File: config.mk
export PLATFORM = sky130hd
export DESIGN_NAME = seven_seg_scan
export DESIGN_NICKNAME = d
export VERILOG_FILES = /design/src/rtl/seven_seg_scan.sv
export SDC_FILE = /design/constraint.sdc
export NUM_CORES = 1
export LEC_CHECK = 0
export ABC_AREA = 0
export CAP_MARGIN = 10
export CORE_MARGIN = 2
export CORE_UTILIZATION = 60
export DETAILED_ROUTE_END_ITERATION = 6
export DONT_BUFFER_PORTS = 1
export GPL_TIMING_DRIVEN = 0
export PLACE_DENSITY = 0.76
export SYNTH_ARGS = -nofsm -noshare
export SYNTH_HDL_FRONTEND = slang
export SYNTH_SLANG_ARGS = --single-unit
export TNS_END_PERCENT = 20
File: constraint.sdc
create_clock -name clk -period 2.9 [get_ports clk]
set_input_delay 0.435 -clock clk [delete_from_list [all_inputs] [get_ports clk]]
set_output_delay 0.435 -clock clk [all_outputs]
set_load 0.05 [all_outputs]
File: src/rtl/seven_seg_scan.sv
// Time-multiplexed hex display driver for a common-anode 7-segment bank.
// It rotates through DIGITS slots, darkens the start of each slot and can suppress leading zeros.
module seven_seg_scan #(
  parameter int unsigned DIGITS    = 4,
  parameter int unsigned SCAN_DIV  = 50000,
  parameter int unsigned BLANK_CYC = 16,
  parameter bit          LZ_BLANK  = 1'b1
) (
  input  logic                  clk,
  input  logic                  rst,
  input  logic [4*DIGITS-1:0]   value,
  input  logic [DIGITS-1:0]     dp,
  input  logic                  load,
  input  logic                  enable,
  output logic [6:0]            seg,
  output logic                  dp_n,
  output logic [DIGITS-1:0]     an
);

  localparam int unsigned PW = $clog2(SCAN_DIV);
  localparam int unsigned IW = (DIGITS > 1) ? $clog2(DIGITS) : 1;

  logic [4*DIGITS-1:0] r_val;
  logic [DIGITS-1:0]   r_dp;
  logic [PW-1:0]       r_presc;
  logic [IW-1:0]       r_idx;
  logic [6:0]          r_seg;
  logic                r_dp_n;
  logic [DIGITS-1:0]   r_an;

  logic [DIGITS-1:0]   w_zero_up;
  logic [3:0]          w_nib;
  logic [DIGITS-1:0]   w_an;
  logic                w_dp_sel;
  logic                w_zero_sel;
  logic                w_sup;
  logic [6:0]          w_hex;
  logic [6:0]          w_seg_d;
  logic                w_dp_n_d;
  logic [DIGITS-1:0]   w_an_d;

  always_ff @(posedge clk or posedge rst) begin
    if (rst) begin
      r_val <= '0;
      r_dp  <= '0;
    end else if (load) begin
      r_val <= value;
      r_dp  <= dp;
    end
  end

  always_ff @(posedge clk or posedge rst) begin
    if (rst) begin
      r_presc <= '0;
      r_idx   <= '0;
    end else if (r_presc == PW'(SCAN_DIV - 1)) begin
      r_presc <= '0;
      r_idx   <= (r_idx == IW'(DIGITS - 1)) ? '0 : r_idx + 1'b1;
    end else begin
      r_presc <= r_presc + 1'b1;
    end
  end

  // w_zero_up[i]: digit i and every digit above it are zero.
  always_comb begin
    logic any_nz;
    any_nz    = 1'b0;
    w_zero_up = '0;
    for (int i = int'(DIGITS) - 1; i >= 0; i--) begin
      any_nz       = any_nz | (r_val[4*i +: 4] != 4'h0);
      w_zero_up[i] = ~any_nz;
    end
  end

  always_comb begin
    w_nib      = 4'h0;
    w_an       = '1;
    w_dp_sel   = 1'b0;
    w_zero_sel = 1'b0;
    for (int i = 0; i < int'(DIGITS); i++) begin
      if (r_idx == IW'(i)) begin
        w_nib      = r_val[4*i +: 4];
        w_an[i]    = 1'b0;
        w_dp_sel   = r_dp[i];
        w_zero_sel = w_zero_up[i];
      end
    end
  end

  assign w_sup = LZ_BLANK && (r_idx != '0) && w_zero_sel && !w_dp_sel;

  always_comb begin
    case (w_nib)
      4'h0: w_hex = 7'h40;
      4'h1: w_hex = 7'h79;
      4'h2: w_hex = 7'h24;
      4'h3: w_hex = 7'h30;
      4'h4: w_hex = 7'h19;
      4'h5: w_hex = 7'h12;
      4'h6: w_hex = 7'h02;
      4'h7: w_hex = 7'h78;
      4'h8: w_hex = 7'h00;
      4'h9: w_hex = 7'h10;
      4'hA: w_hex = 7'h08;
      4'hB: w_hex = 7'h03;
      4'hC: w_hex = 7'h46;
      4'hD: w_hex = 7'h21;
      4'hE: w_hex = 7'h06;
      default: w_hex = 7'h0E;
    endcase
  end

  // Slot stays dark while the prescaler is in the anti-ghost window.
  always_comb begin
    w_seg_d  = 7'h7F;
    w_dp_n_d = 1'b1;
    w_an_d   = '1;
    if (enable && !(r_presc < PW'(BLANK_CYC))) begin
      w_an_d   = w_an;
      w_dp_n_d = ~w_dp_sel;
      if (!w_sup) begin
        w_seg_d = w_hex;
      end
    end
  end

  always_ff @(posedge clk or posedge rst) begin
    if (rst) begin
      r_seg  <= 7'h7F;
      r_dp_n <= 1'b1;
      r_an   <= '1;
    end else begin
      r_seg  <= w_seg_d;
      r_dp_n <= w_dp_n_d;
      r_an   <= w_an_d;
    end
  end

  assign seg  = r_seg;
  assign dp_n = r_dp_n;
  assign an   = r_an;

endmodule

==> GITHUB_STEP_SUMMARY <==
### Metrics collected by this job

| Metric | Value |
|---|---|
| Commonest cells in the netlist | `38 x dfrtp_1, 28 x nand2_1, 16 x mux2_2, 12 x dfstp_2, 11 x ha_1` |
| Area leader share | `0.377` |
| Worst-margin pin slew | `0.502 ns` |
| Initial antenna violation count | `0` |
| Biggest area cells | `dfrtp_1 38%, dfstp_2 13%, mux2_2 7.1%` |
| First-pass DRT Iterations | `5` |
| Area growth syn-to-layout | `6.45%` |
| MUX share of area | `0.0873` |
| Layout net count | `262` |
| Power density cells | `502 nW/um^2` |
| Chip Footprint | `4740 um^2` |
| N_diodes | `0` |
| Fin crit share | `0.837` |
| Final setup fails | `0` |
| Asr flop ratio synth | `1.00` |
| Clk buf depth | `2` |
| Dpl hpwl | `about 3.5 mm` |
| Worst-path clk slew | `about 0.08 ns` |
| Total chip power | `0.00135 W` |
| Slew HR | `0.666` |
| GPL Wtd Cong | `about 0.93` |
| Setup bufs post-CTS | `0` |
| FF-to-FF Start | `r_idx[0]` |
| Cell taking the most area after synthesis | `dfrtp_1` |
| Syn Nets | `254` |
| Simple-Gate Fraction of Synth Area | `0.150` |
| Number of OpenROAD warnings | `34` |
| Worst hold path class | `in2async` |
| I/O pins | `36` |
| Root buffer cell | `clkbuf_8` |
| Leak Pwr | `between 1 and 1.5 nW` |
| Design Area, Final | `roughly 2700 um^2` |
| Worst setup path startpoint | `r_idx[0]` |
| Delay of the slowest cell on the worst path | `0.41 ns` |
| Hold Worst Slack | `0.0453 ns` |
| Largest net degree at the start of global routing | `29` |
| Cts hold-fix bufs | `0` |
| Final Slew Violations | `0` |
| Synth Seq Share | `0.502` |
| Area after DPL | `2600 um^2` |
| Initial drt markers | `98` |
| Detail Route Antenna Nets | `0` |
| Number of global-route vias before repair | `1641` |
| Setup TNS | `0 ns` |
| Top-count cell post-synth | `dfrtp_1` |
| Crit path max-delay family | `AND-OR/OR-AND gates` |
| Yosys stat cell total | `219` |
| H-tree levels | `2` |
| Via density | `between 5 and 6` |
| EDFF count, synth | `0` |
| Yosys xor share | `0.0417` |
| Crit path required time | `3.12 ns` |
| Type of origin of the critical path | `register` |
| Yosys synthesis warning count | `0` |
| RSZ-0062 raised after global routing | `false` |
| Critical path buffer and inverter count | `2` |
| Crit Path Max Fanout | `7` |
| Ys flops | `50` |
| CTS tree | `done` |
| Setup CP Type | `reg2reg` |
| Ordered list of cells on the worst path | `inv_1 -> ha_1 -> nand3b_1 -> a221oi_4 -> inv_1 -> ha_1 -> nor2_1 -> a211oi_1 -> o21ai_2` |
| DR DRC count | `0` |
| Max-Cap Viols | `0` |
| Input/output buffers | `0` |
| Chip area in the Yosys report | `2520 um^2` |
| Synthesized area | `approximately 2500 um^2` |
| Final hold violation count | `0` |
| Status | `complete, no violations` |
| Worst EP arrival | `2.65 ns` |
| Post-synth cell types | `45` |
| Crit-path slowest cell | `dfrtp_1` |
| Adder Area Share | `0.0546` |
| Ratio of cells with drive above 1 in the final layout | `0.232` |
| Num rows | `23` |
| VDD IR max | `0.000382 V` |
| CP endpoint kind | `register` |
| Fmax | `412 MHz` |
| Most used flip-flop cell | `dfrtp_1` |
| Syn_area_per_cell | `roughly 12 um^2` |
| Top non-seq family | `simple AND/OR/NAND/NOR gates` |
| Final Critical Period | `around 2.4 ns` |
| AO/OA Area Share | `0.123` |
| First-pass GRT wire length | `between 7 and 8 mm` |
| Gr ovfl total | `0` |
-- area by class of cell --
type,instances,area (um^2)
inverter,9,33.8
multi-input combinational,151,1150
tap,50,62.6
timing repair buffer,1,20.0
fill,323,1350
clock buffer,8,80.1
buffer,9,68.8
sequential,50,1270
-- stage by stage --
stage	std cells	setup slack, ns	utilization
after floorplan	219	0.833	-
after global placement	269	0.613	0.641
after detailed placement	270	0.491	0.646
after CTS	278	0.471	0.666
after global routing	278	0.286	0.666
final	278	0.472	0.666
-- power breakdown --
group	leakage, nW	switching [W]	internal, W
Clock	0.0395	0.000205	0.000172
Sequential	0.599	0.0000758	0.000750
Combinational	0.536	0.0000813	0.0000645
-- path summary, 6_finish.rpt --
path | endpoint | slack [ns] | cells after the start
min in group clk | r_val[15] | 0.27 | 2
hold reg to reg | r_presc[0] | 0.49 | 1
setup reg to reg | seg[3] | 0.47 | 9
max in group asynchronous | r_val[2] | 2.35 | 2
hold / removal | r_val[12] | 0.05 | 1
setup / recovery | seg[3] | 0.47 | 9
-- cells by family (layout without fill, tap and decap cells) --
kind of cell,count (synthesis),count (layout)
AND-OR/OR-AND,38,38
XOR/XNOR,12,12
adder cells (fa/ha/maj),11,11
buffers and inverters,18,27
flip-flops,50,50
multiplexers,20,20
AND/OR/NAND/NOR,70,70
-- cells in the final DEF (no fill, tap or decap), types with 3 or more instances in the layout --
cell,count
clkbuf_1,6
inv_1,8
clkbuf_8,5
nand2_1,28
ha_1,11
nor2_1,10
xor2_1,7
xnor2_1,5
nand3_1,3
a21oi_1,6
nand2b_1,3
nor3b_1,3
o21ai_0,9
o221ai_1,5
dfrtp_1,38
buf_6,4
nand4_1,3
mux2_2,16
mux2i_1,4
nor4_1,4
dfstp_2,12
-- state kept, by name, indices dropped and copies added (netlist names) --
name / cells
seg: 7
r_presc: 16
r_val: 16
dp_n: 1
an: 4
r_dp: 4
r_idx: 2
-- routing by layer --
| metal | vias up | part of all wire | global-route usage | wire length (um) |
|---|---|---|---|---|
| met5 | - | 0 | 0 | 0 |
| met4 | 0 | 0.0024 | 0.0368 | 11 |
| met3 | 2 | 0.045 | 0.0617 | 205 |
| met2 | 51 | 0.50 | 0.368 | 2280 |
| met1 | 819 | 0.45 | 0.303 | 2050 |
| li1 | 791 | - | - | - |
Fig. 1: clock distribution
(4 px per um)
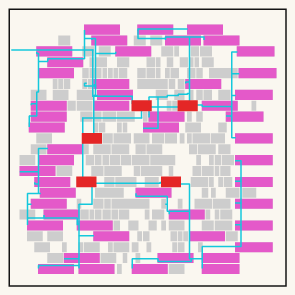
[magenta] flip-flops | count: 50
[red] clock-net drivers | count: 5
[cyan] clock wires | length: 504 um
routed clock nets: 6
clk pwr: 0.000376 W
clk_lat worst skew: 0.29 ns

Fig. 2: PDN straps and rails
(6 px per um) Pins as bars on the die edge.
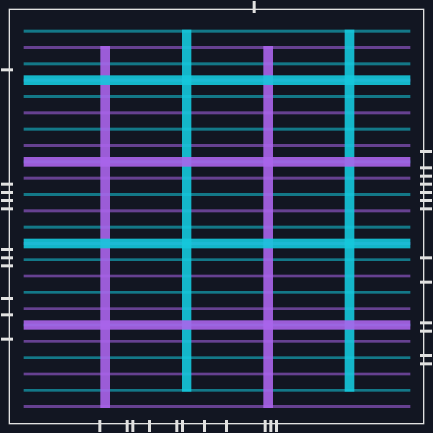
[purple] VSS
[cyan] VDD
met5 straps: 4
signal pins: 36
rows: 23
die x size: 68.8 um
Core Area: 4030 um^2
Die Ht: 68.8 um

Fig. 3: logic cells by family
(4 px per um)
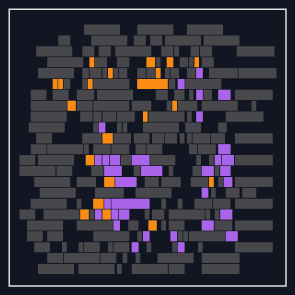
[purple] aoi and oai cells | cells: 33 | most used: o21ai_0
[orange] nor cells | cells: 21 | most used: nor2_1
fraction of area in multi-input gates: 0.429
Final Non-Filler Cells: 278

Fig. 4: metal layers overlaid
(6 px per um)
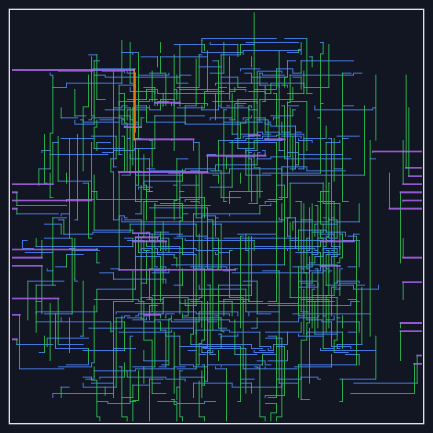
[purple] M3 | wire length: 206 um
[orange] M4 | wire length: 11.6 um
[green] M2 | wire length: 2280 um
[blue] M1 | wire length: 2050 um
WL final: 4.55 mm
global-route usage over all layers: 0.224
WL per Instance: 16.4 um

Fig. 5: clock wiring as the flow saved it
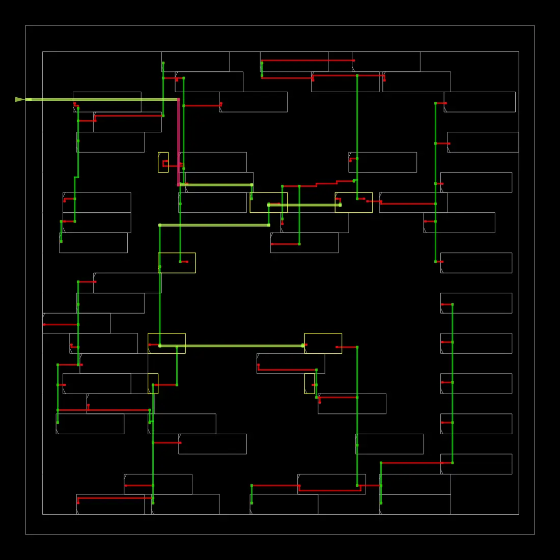
TritonCTS buffer count: 5
Seq Cell Count: 50
clk_skew: 0.00672 ns
CLK BUF: 8
Sink Count: 50

Power is estimated from default activity; no workload was simulated.
